Fig. 1: the metal 1 layer
Supply wires on this layer in gray.
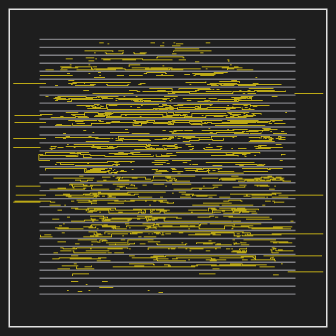
Fig. 2: zoomed window
The bar under the picture is 10 um long. Region (39, 39) to (69, 69) um. Cells in gray, sequential cells in the stronger gray; small squares are vias.
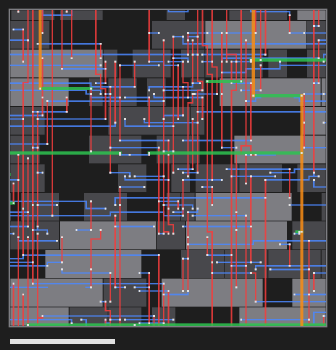
Fig. 3: signal wires by layer
Two of the layers only.
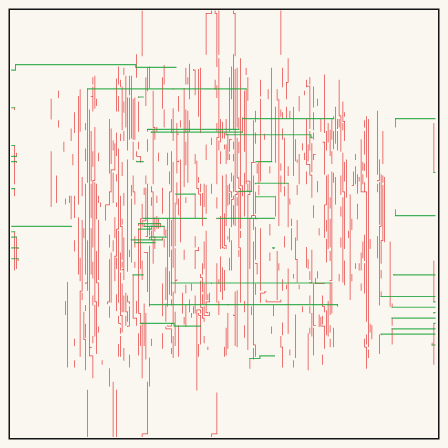
Fig. 4: signal wires on met4
Supply wires on this layer in gray.
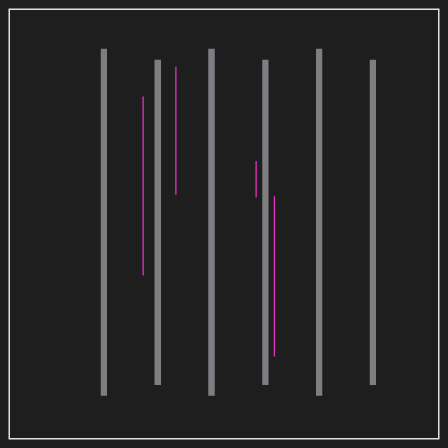
Fig. 5: clock routing
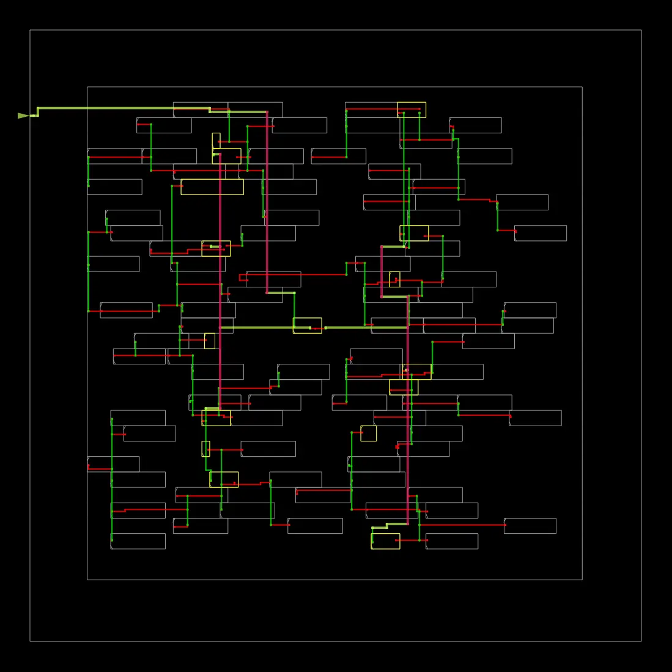
## src/rtl/bit_remap_pkg.sv

```systemverilog
// Shared types for the bit remapper: table entry layout, config FSM states
// and the reset-default mapping.
package bit_remap_pkg;

  // Widest source-index field an entry can hold (SRC_W up to 256).
  localparam int unsigned SEL_MAX_W = 8;

  typedef struct packed {
    logic                 en;
    logic [SEL_MAX_W-1:0] sel;
  } remap_entry_t;

  typedef enum logic [1:0] {
    IDLE,
    DIRTY,
    COMMIT
  } cfg_state_e;

  // Bus entries default to identity (disabled past the source width);
  // scalar taps default to the low source bits, always enabled.
  function automatic remap_entry_t default_entry(input int unsigned idx,
                                                 input int unsigned dst_w,
                                                 input int unsigned src_w);
    remap_entry_t e;
    e = '0;
    if (idx < dst_w) begin
      e.sel = SEL_MAX_W'(idx % src_w);
      e.en  = (idx < src_w);
    end else begin
      e.sel = SEL_MAX_W'((idx - dst_w) % src_w);
      e.en  = 1'b1;
    end
    return e;
  endfunction

endpackage

```

## src/rtl/bit_remap_table.sv

```systemverilog
// Shadow/active mapping table with validated writes and an atomic commit.
module bit_remap_table
  import bit_remap_pkg::*;
#(
  parameter int unsigned SRC_W    = 8,
  parameter int unsigned DST_W    = 8,
  parameter int unsigned N_SCALAR = 1,
  localparam int unsigned SEL_W   = $clog2(SRC_W),
  localparam int unsigned N_ENT   = DST_W + N_SCALAR,
  localparam int unsigned ADDR_W  = $clog2(N_ENT + 1)
) (
  input  logic                     clk,
  input  logic                     rst,
  input  logic                     cfg_valid,
  output logic                     cfg_ready,
  input  logic [ADDR_W-1:0]        cfg_addr,
  input  logic [SEL_W-1:0]         cfg_sel,
  input  logic                     cfg_en,
  input  logic                     cfg_commit,
  output logic                     cfg_err,
  output remap_entry_t [N_ENT-1:0] active_tbl
);

  cfg_state_e                state_q;
  remap_entry_t [N_ENT-1:0]  shadow_q;
  remap_entry_t [N_ENT-1:0]  active_q;
  logic                      err_q;
  logic                      wr_acc;
  logic                      wr_bad;
  logic                      wr_ok;
  remap_entry_t              wr_entry;

  assign cfg_ready  = (state_q != COMMIT);
  assign cfg_err    = err_q;
  assign active_tbl = active_q;

  assign wr_acc   = cfg_valid && cfg_ready;
  assign wr_bad   = (32'(cfg_addr) >= N_ENT) || (32'(cfg_sel) >= SRC_W);
  assign wr_ok    = wr_acc && !wr_bad;
  assign wr_entry = '{en: cfg_en, sel: SEL_MAX_W'(cfg_sel)};

  // A write accepted alongside a commit lands in shadow before the copy.
  always_ff @(posedge clk or posedge rst) begin
    if (rst) begin
      state_q <= IDLE;
      err_q   <= 1'b0;
      for (int unsigned i = 0; i < N_ENT; i++) begin
        shadow_q[i] <= default_entry(i, DST_W, SRC_W);
        active_q[i] <= default_entry(i, DST_W, SRC_W);
      end
    end else begin
      err_q <= wr_acc && wr_bad;
      if (wr_ok) begin
        for (int unsigned i = 0; i < N_ENT; i++) begin
          if (32'(cfg_addr) == i) shadow_q[i] <= wr_entry;
        end
      end
      case (state_q)
        IDLE:    if (wr_ok) state_q <= DIRTY;
        DIRTY:   if (cfg_commit) state_q <= COMMIT;
        COMMIT: begin
          active_q <= shadow_q;
          state_q  <= IDLE;
        end
        default: state_q <= IDLE;
      endcase
    end
  end

endmodule

```

## src/rtl/bit_remap_stream.sv

```systemverilog
// Registered bit remapper on a valid/ready stream; routing comes from the
// active half of a double-buffered, runtime-programmable table.
module bit_remap_stream
  import bit_remap_pkg::*;
#(
  parameter int unsigned SRC_W    = 8,
  parameter int unsigned DST_W    = 8,
  parameter int unsigned N_SCALAR = 1,
  localparam int unsigned SEL_W   = $clog2(SRC_W),
  localparam int unsigned N_ENT   = DST_W + N_SCALAR,
  localparam int unsigned ADDR_W  = $clog2(N_ENT + 1)
) (
  input  logic                clk,
  input  logic                rst,
  input  logic                in_valid,
  output logic                in_ready,
  input  logic [SRC_W-1:0]    in_data,
  output logic                out_valid,
  input  logic                out_ready,
  output logic [DST_W-1:0]    out_bus,
  output logic [N_SCALAR-1:0] out_scalar,
  input  logic                cfg_valid,
  output logic                cfg_ready,
  input  logic [ADDR_W-1:0]   cfg_addr,
  input  logic [SEL_W-1:0]    cfg_sel,
  input  logic                cfg_en,
  input  logic                cfg_commit,
  output logic                cfg_err
);

  remap_entry_t [N_ENT-1:0] active_tbl;
  logic [DST_W-1:0]         mux_bus;
  logic [N_SCALAR-1:0]      mux_scalar;
  logic                     beat_acc;

  bit_remap_table #(
    .SRC_W    (SRC_W),
    .DST_W    (DST_W),
    .N_SCALAR (N_SCALAR)
  ) u_table (
    .clk        (clk),
    .rst        (rst),
    .cfg_valid  (cfg_valid),
    .cfg_ready  (cfg_ready),
    .cfg_addr   (cfg_addr),
    .cfg_sel    (cfg_sel),
    .cfg_en     (cfg_en),
    .cfg_commit (cfg_commit),
    .cfg_err    (cfg_err),
    .active_tbl (active_tbl)
  );

  // One source-bit mux per destination; disabled entries drive 0.
  always_comb begin
    mux_bus    = '0;
    mux_scalar = '0;
    for (int unsigned i = 0; i < DST_W; i++) begin
      for (int unsigned j = 0; j < SRC_W; j++) begin
        if (active_tbl[i].en && (32'(active_tbl[i].sel) == j)) mux_bus[i] = in_data[j];
      end
    end
    for (int unsigned k = 0; k < N_SCALAR; k++) begin
      for (int unsigned j = 0; j < SRC_W; j++) begin
        if (active_tbl[DST_W+k].en && (32'(active_tbl[DST_W+k].sel) == j)) begin
          mux_scalar[k] = in_data[j];
        end
      end
    end
  end

  assign in_ready = !out_valid || out_ready;
  assign beat_acc = in_valid && in_ready;

  always_ff @(posedge clk or posedge rst) begin
    if (rst) begin
      out_valid  <= 1'b0;
      out_bus    <= '0;
      out_scalar <= '0;
    end else if (beat_acc) begin
      out_valid  <= 1'b1;
      out_bus    <= mux_bus;
      out_scalar <= mux_scalar;
    end else if (out_ready) begin
      out_valid  <= 1'b0;
    end
  end

endmodule

```

## config.mk

```make
export PLATFORM = sky130hd
export DESIGN_NAME = bit_remap_stream
export DESIGN_NICKNAME = d
export VERILOG_FILES = /design/src/rtl/bit_remap_pkg.sv /design/src/rtl/bit_remap_table.sv /design/src/rtl/bit_remap_stream.sv
export SDC_FILE = /design/constraint.sdc
export NUM_CORES = 1
export LEC_CHECK = 0
export CAP_MARGIN = 20
export CORE_MARGIN = 10
export CORE_UTILIZATION = 52
export CTS_CLUSTER_SIZE = 10
export DETAILED_ROUTE_END_ITERATION = 8
export PLACE_DENSITY_LB_ADDON = 0.3
export SLEW_MARGIN = 20
export SYNTH_ARGS = -nofsm -noshare
export SYNTH_HDL_FRONTEND = slang
export SYNTH_SLANG_ARGS = --single-unit
```

## constraint.sdc

```tcl
create_clock -name clk -period 2.8 [get_ports clk]
set_input_delay 0.7 -clock clk [delete_from_list [all_inputs] [get_ports clk]]
set_output_delay 0.7 -clock clk [all_outputs]
set_load 0.01 [all_outputs]
```

==> run summary <==
yosys + openroad results -> CTS H-tree lvls=3, cell taking the most area after synthesis=dfstp_2, FF-to-FF End=u_table.shadow_q[18], logic share of the area=0.373, Area Overhead vs Synth=15.7%, Core Util at FP=0.529, outcome=completed, reg2reg start=u_table.state_q[1], Final Core Density=0.612, Tapcells=102, die area=0.0117 mm^2, Final Max Slew Viols=0, Yosys Instances=287, Hold Violations, Final=0, post-layout min period=2.56 ns, CTS buffer count=9, die width=108 um, Hold Crit Endpoint=out_bus[4], area share, top type=0.274, Finished Cell Area=0.00466 mm^2, Hold-fix buffers, CTS=0, post-DP HPWL=5.55 mm, Syn Area/Cell=14.0 um^2, first-pass GRT wire length=13.9 mm, row count=32, largest net degree at the start of global routing=86, Tot GR Track Use=0.155, fmax=390 MHz, dpl cell area=0.00446 mm^2, Clock Tree Root=clkbuf_8, Worst-Margin Slew=0.558 ns, Seq cells=85, XORs/XNORs by Area=0, Synthesized registers=85, syn_nets=309
## Picture notes: Fig. 1
nets with wire on the layer: 318
wire length on this layer: 4090 um
main direction: horizontal
share of all routed wire: 47%
met1 Resource Use GR: 0.214
drt total wl: 8.65 mm
routed vias: 2526

## Picture notes: Fig. 2
legend:
  M2:
    color: red
  M1:
    color: blue
  M4:
    color: orange
  M3:
    color: green
netlist names of flops here include: u_table.shadow_q (9), u_table.active_tbl (4)
cells with their middle in the window: 50
sequential cells in the window: 13
most frequent: mux2_2 (9), dfrtp_1 (7), dfstp_2 (6)

## Picture notes: Fig. 3
legend:
  M3:
    color: green
    wire_length: 492 um
  M2:
    color: red
    wire_length: 3940 um

## Picture notes: Fig. 4
nets with wire on the layer: 2
wire length on this layer: 126 um

## Picture notes: Fig. 5
CLK BUF: 12
Late-Pin Clk Latency: 0.35 ns
Worst Clk Skew: 0.00629 ns

layer usage:
metal | track usage | vias to the layer above | part of all wire
met4 | 0.0725 | 0 | 0.014
met2 | 0.232 | 68 | 0.46
met5 | 0 | - | 0
met3 | 0.0286 | 12 | 0.057
met1 | 0.214 | 1289 | 0.47
li1 | - | 1157 | -
power by group:
part	internal, uW	switching (uW)	total [uW]
clock network	434	416	850
logic	704	401	1110
registers	1830	385	2220
cells in the final DEF, fill, tap and decap left out, drive strengths merged, types with 4 or more instances in the layout:
cell type	n
nor2b	9
dfrtp	43
a32o	9
inv	10
a31oi	9
dfstp	42
mux2i	18
clkdlybuf4s50	34
nor2	5
a2111oi	9
nand2	4
o311a	9
mux2	82
clkbuf	12
nand3	10
Power and IR drop assume default switching activity.
